Fig. 1: placement view
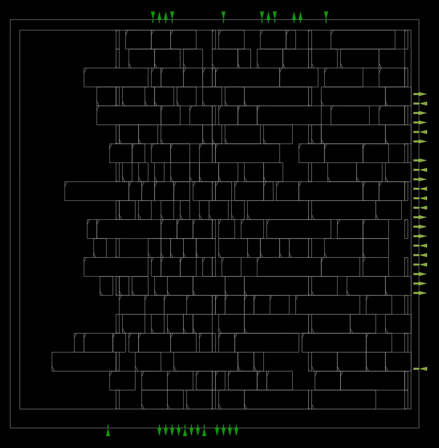
Fig. 2: I/O nets highlighted
Drawn at 4 px/um.
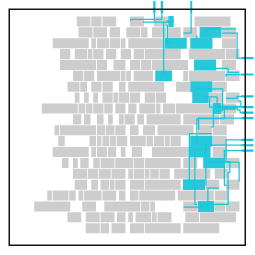
Fig. 3: routed metal, one color a layer
Drawn at 8 px/um. Two of the layers only.
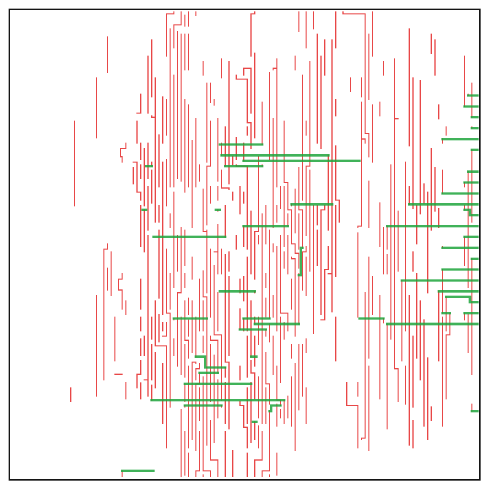
File: config.mk
export PLATFORM = sky130hd
export DESIGN_NAME = song_sequencer
export DESIGN_NICKNAME = d
export VERILOG_FILES = /design/src/rtl/song_sequencer.sv
export SDC_FILE = /design/constraint.sdc
export NUM_CORES = 1
export LEC_CHECK = 0
export CORE_UTILIZATION = 46
export CTS_CLUSTER_SIZE = 25
export DETAILED_ROUTE_END_ITERATION = 10
export PLACE_DENSITY = 0.9
export REMOVE_ABC_BUFFERS = 1
export SLEW_MARGIN = 20
export SYNTH_ARGS = -nofsm -noshare
export SYNTH_HDL_FRONTEND = slang
export SYNTH_SLANG_ARGS = --single-unit
File: constraint.sdc
create_clock -name clk -period 2.1 [get_ports clk]
set_input_delay 0.525 -clock clk [delete_from_list [all_inputs] [get_ports clk]]
set_output_delay 0.525 -clock clk [all_outputs]
set_load 0.005 [all_outputs]
File: src/rtl/song_sequencer.sv
// Song sequencer: walks {note, duration} entries of a synchronous song ROM and
// hands each note to a note player, with pause, loop and live song change.
module song_sequencer #(
   parameter int unsigned SONG_W      = 2,
   parameter int unsigned IDX_W       = 5,
   parameter int unsigned NOTE_W      = 6,
   parameter int unsigned DUR_W       = 6,
   parameter int unsigned END_ON_ZERO = 1
) (
   input  logic                     clk,
   input  logic                     reset_n,
   input  logic                     play,
   input  logic                     loop,
   input  logic [SONG_W-1:0]        song,
   input  logic                     note_done,
   output logic [SONG_W+IDX_W-1:0]  rom_addr,
   input  logic [NOTE_W+DUR_W-1:0]  rom_data,
   output logic [NOTE_W-1:0]        note,
   output logic [DUR_W-1:0]         duration,
   output logic                     new_note,
   output logic                     song_done,
   output logic [IDX_W-1:0]         note_index,
   output logic                     busy
);

   localparam logic [2:0] ST_IDLE  = 3'd0;
   localparam logic [2:0] ST_FETCH = 3'd1;
   localparam logic [2:0] ST_LOAD  = 3'd2;
   localparam logic [2:0] ST_PLAY  = 3'd3;
   localparam logic [2:0] ST_DONE  = 3'd4;

   localparam logic [IDX_W-1:0] IDX_LAST = '1;

   logic [2:0]        state,    state_n;
   logic [SONG_W-1:0] song_q,   song_q_n;
   logic [IDX_W-1:0]  index,    index_n;
   logic              stale,    stale_n;
   logic [NOTE_W-1:0] note_n;
   logic [DUR_W-1:0]  duration_n;
   logic              new_note_n;
   logic              song_done_n;
   logic              end_path;
   logic              active;

   logic [NOTE_W-1:0] rom_note;
   logic [DUR_W-1:0]  rom_dur;
   logic              end_mark;

   assign rom_note = rom_data[NOTE_W+DUR_W-1:DUR_W];
   assign rom_dur  = rom_data[DUR_W-1:0];
   assign end_mark = (END_ON_ZERO != 0) && (rom_dur == '0);
   assign active   = (state == ST_FETCH) || (state == ST_LOAD) || (state == ST_PLAY);

   always_comb begin
      state_n     = state;
      song_q_n    = song_q;
      index_n     = index;
      stale_n     = stale;
      note_n      = note;
      duration_n  = duration;
      new_note_n  = 1'b0;
      song_done_n = 1'b0;
      end_path    = 1'b0;

      case (state)
         ST_IDLE: begin
            index_n = '0;
            if (play) begin
               song_q_n = song;
               state_n  = ST_FETCH;
            end
         end
         ST_FETCH: begin
            if (play) state_n = ST_LOAD;
         end
         ST_LOAD: begin
            // A pause in LOAD marks the ROM word stale so the access is reissued via FETCH.
            if (!play) begin
               stale_n = 1'b1;
            end else if (stale) begin
               stale_n = 1'b0;
               state_n = ST_FETCH;
            end else if (end_mark) begin
               end_path = 1'b1;
            end else begin
               note_n     = rom_note;
               duration_n = rom_dur;
               new_note_n = 1'b1;
               state_n    = ST_PLAY;
            end
         end
         ST_PLAY: begin
            if (play && note_done) begin
               if (index == IDX_LAST) begin
                  end_path = 1'b1;
               end else begin
                  index_n = index + 1'b1;
                  state_n = ST_FETCH;
               end
            end
         end
         ST_DONE: begin
            if (!play) state_n = ST_IDLE;
         end
         default: state_n = ST_IDLE;
      endcase

      if (end_path) begin
         song_done_n = 1'b1;
         index_n     = '0;
         if (loop) begin
            song_q_n = song;
            state_n  = ST_FETCH;
         end else begin
            state_n  = ST_DONE;
         end
      end

      // Song change overrides everything decided above, including end-of-song.
      if (active && play && (song != song_q)) begin
         state_n     = ST_FETCH;
         song_q_n    = song;
         index_n     = '0;
         stale_n     = 1'b0;
         note_n      = note;
         duration_n  = duration;
         new_note_n  = 1'b0;
         song_done_n = 1'b0;
      end
   end

   always_ff @(posedge clk or negedge reset_n) begin
      if (!reset_n) begin
         state     <= ST_IDLE;
         song_q    <= '0;
         index     <= '0;
         stale     <= 1'b0;
         note      <= '0;
         duration  <= '0;
         new_note  <= 1'b0;
         song_done <= 1'b0;
         busy      <= 1'b0;
         rom_addr  <= '0;
      end else begin
         state     <= state_n;
         song_q    <= song_q_n;
         index     <= index_n;
         stale     <= stale_n;
         note      <= note_n;
         duration  <= duration_n;
         new_note  <= new_note_n;
         song_done <= song_done_n;
         busy      <= (state_n == ST_FETCH) || (state_n == ST_LOAD) || (state_n == ST_PLAY);
         rom_addr  <= {song_q_n, index_n};
      end
   end

   assign note_index = index;

endmodule

==> flow_summary.json <==
{
  "status": "finished clean",
  "grt_pass1_vias": 1341,
  "place_area_um2": 2054,
  "finalCriticalPeriod_ns": 1.972,
  "die_y_um": 58.63,
  "worstMarginPinSlew_ns": 0.3938,
  "edf_count": 0,
  "crit_path_start": "rom_data[1]",
  "yosys-stat-cells": 139,
  "timing.rr.end": "duration[3]$_DFFE_PN0P_",
  "ff_latch_area_um2": 650.6,
  "ys_chip_area_um2": 1475,
  "worstSetupEndpoint": "duration[0]$_DFFE_PN0P_",
  "dieArea_um2": 3437,
  "hp-class": "flip-flop to flip-flop",
  "critPathSlowestCell": "clkdlybuf4s50_1",
  "finalSetupViolCount": 0,
  "cp_max_fo": 13,
  "syn_area_um2": 1475,
  "crit_cells": 6,
  "cpPeakStageDelay_ns": 0.43,
  "ff_type": "dfrtp_1",
  "crit_path_start_kind": "primary input",
  "synth_cell_type_count": 45,
  "gp_congestion": 0.9209,
  "rsz0062_at_grt": "no",
  "drt_iter0_markers": 43,
  "cellPowerDensity_nw_per_um2": 997.5,
  "drc": 0,
  "overflow": 0,
  "logic_area_um2": 721.9,
  "hp-start": "note[2]$_DFFE_PN0P_",
  "finClkSkew_ns": 0.005075,
  "grt_pass1_wl_um": 6292,
  "tool_warnings": 25,
  "n_antenna_cell": 0,
  "stdcell_area_um2": 2091,
  "drive_gt1_share_pct": 21.72,
  "clock-root-buffer": "clkbuf_4",
  "path_delay_family": "simple AND/OR/NAND/NOR gates",
  "slew_violations": 0,
  "required_ns": 2.33,
  "finalCritPeriodShare_pct": 93.88,
  "hold-path-endpoint": "note[2]$_DFFE_PN0P_",
  "core_util_floorplan_pct": 48.32,
  "top_cell": "dfrtp_1",
  "grt_start_max_net_pins": 27,
  "topCellsByArea": "dfrtp_1, mux2_4, nor2_1, mux2_2, o21ai_0",
  "timing.slew.headroom_pct": 73.75,
  "layout_top_cell": "clkdlybuf4s50_1",
  "cts_buffers": 3,
  "cts_buffer_depth": 2,
  "largest_area_cell": "dfrtp_1",
  "areaGrowthSynthToFinish_pct": 41.73,
  "leakage_nw": 0.9602,
  "endpoint_kind": "flip-flop",
  "drv_cap": 0,
  "cts_tree": "yes",
  "drtPass1Iterations": 4,
  "yosysWarnings": 0,
  "ir_worst_vdd_uv": 376.3,
  "hold_viol": 0,
  "cp_num_buf_inv": 2,
  "antenna_found_initial": 0,
  "cts_sinks": 26,
  "fin_nets": 219,
  "mostFrequentLayoutCells": "clkdlybuf4s50_1, dfrtp_1, buf_4",
  "path_cells": "clkdlybuf4s50_1, nor4_1, buf_4, nand2_1, nand4b_4, mux2_2",
  "clkTransAtPathRegs_ns": 0.13,
  "arrival_ns": 2.20,
  "top_area_share_pct": 44.11,
  "fmax_ghz": 0.5072,
  "common_cells": "dfrtp_1, nor2_1, nand2_1",
  "postSynthCellCount": 139,
  "h-tree-depth": 1,
  "clkLatencyLatePin_ns": 0.32,
  "ys.flops": 26,
  "avgSynthCellArea_um2": 10.61,
  "whs_path_depth": 1,
  "ctsHoldBuffers": 0,
  "path_class": "primary input to flip-flop",
  "chipWidth_um": 58.63,
  "seq_area_frac_synth_pct": 44.11,
  "reg2reg_depth": 4,
  "ant_nets": 0,
  "dp_hpwl_um": 2998,
  "async_flop_share_pct": 100.0,
  "rr_startpoint": "state[0]$_DFF_PN0_",
  "viasPerCell": 5.690,
  "r2r_slack_ns": 0.24
}
Back to the opening pictures, Fig. 1:
core area: 3053 um2
final core utilization: 68.48%
fill cell count: 224
Std-Cell Rows: 20

Back to the opening pictures, Fig. 2:
rom_data: shown in cyan, bits 12, direction input, edge 9 right, 3 top, end cells 14, buffers 12, wire 291 um.
port bufs: 45
Ports: 46

Back to the opening pictures, Fig. 3:
metal 3: shown in green, wire length 212 um. metal 2: shown in red, wire length 2130 um.
total track usage: 24.42%
vias after detailed routing: 1377
drt wl/cell: 16.09 um
Post-Route WL: 3894 um

report_power, final:
part / total [mW] / internal [mW] / switching (mW)
sequential: 0.823 / 0.665 / 0.157
clock: 0.254 / 0.106 / 0.148
combinational: 1.01 / 0.625 / 0.383
repair_timing:
action | in CTS | in global routing
gates resized | 0 | 1
setup endpoints to repair | 0 | 2
buffers inserted | 0 | 0
cell type report:
class / instances / share of cell area [%]
Timing Repair Buffer: 66 / 29.08
Multi-Input combinational cell: 97 / 34.53
Sequential cell: 26 / 31.12
Tap cell: 44 / 2.633
Clock buffer: 4 / 1.735
Inverter: 5 / 0.8977
flip-flops by register name (all words and copies together) (netlist names):
register    count
song_q          1
stale           1
rom_addr        2
new_note        1
note            6
state           3
note_index      4
song_done       1
duration        6
busy            1
cells by family (layout without fill, tap and decap cells):
group,count (synthesis),count (layout),synth area share [%]
adders and majority gates,1,1,0.8480
xor gates and xnor gates,2,2,1.188
AOI/OAI and AO/OA,31,31,15.35
buffers and inverters,16,75,6.955
and+or+nand+nor,50,50,19.34
DFF,26,26,44.10
muxes,13,13,12.21
per-stage QoR:
step | TNS [ns] | power [mW] | hold slack (ns) | worst slack [ns] | cells
CTS | 0 | 2.092 | 0.5287 | 0.09444 | 242
finish | 0 | 2.086 | 0.5277 | 0.1285 | 242
global placement | -1.313 | 1.765 | 0.4863 | -0.1074 | 238
floorplan | 0 | 1.273 | 0.2294 | 0.2907 | 128
global route | 0 | 2.229 | 0.5430 | 0.02933 | 242
detailed placement | -3.718 | 1.832 | 0.4931 | -0.2353 | 238
per-layer routing:
metal | vias to the layer above | share of wire (%) | global-route usage (%)
met1 | 671 | 38 | 27.97
met4 | 0 | 2.1 | 10.20
met3 | 11 | 5.4 | 2.857
li1 | 628 | - | -
met2 | 67 | 55 | 45.81
met5 | - | 0 | 0
Power and IR drop assume default switching activity.
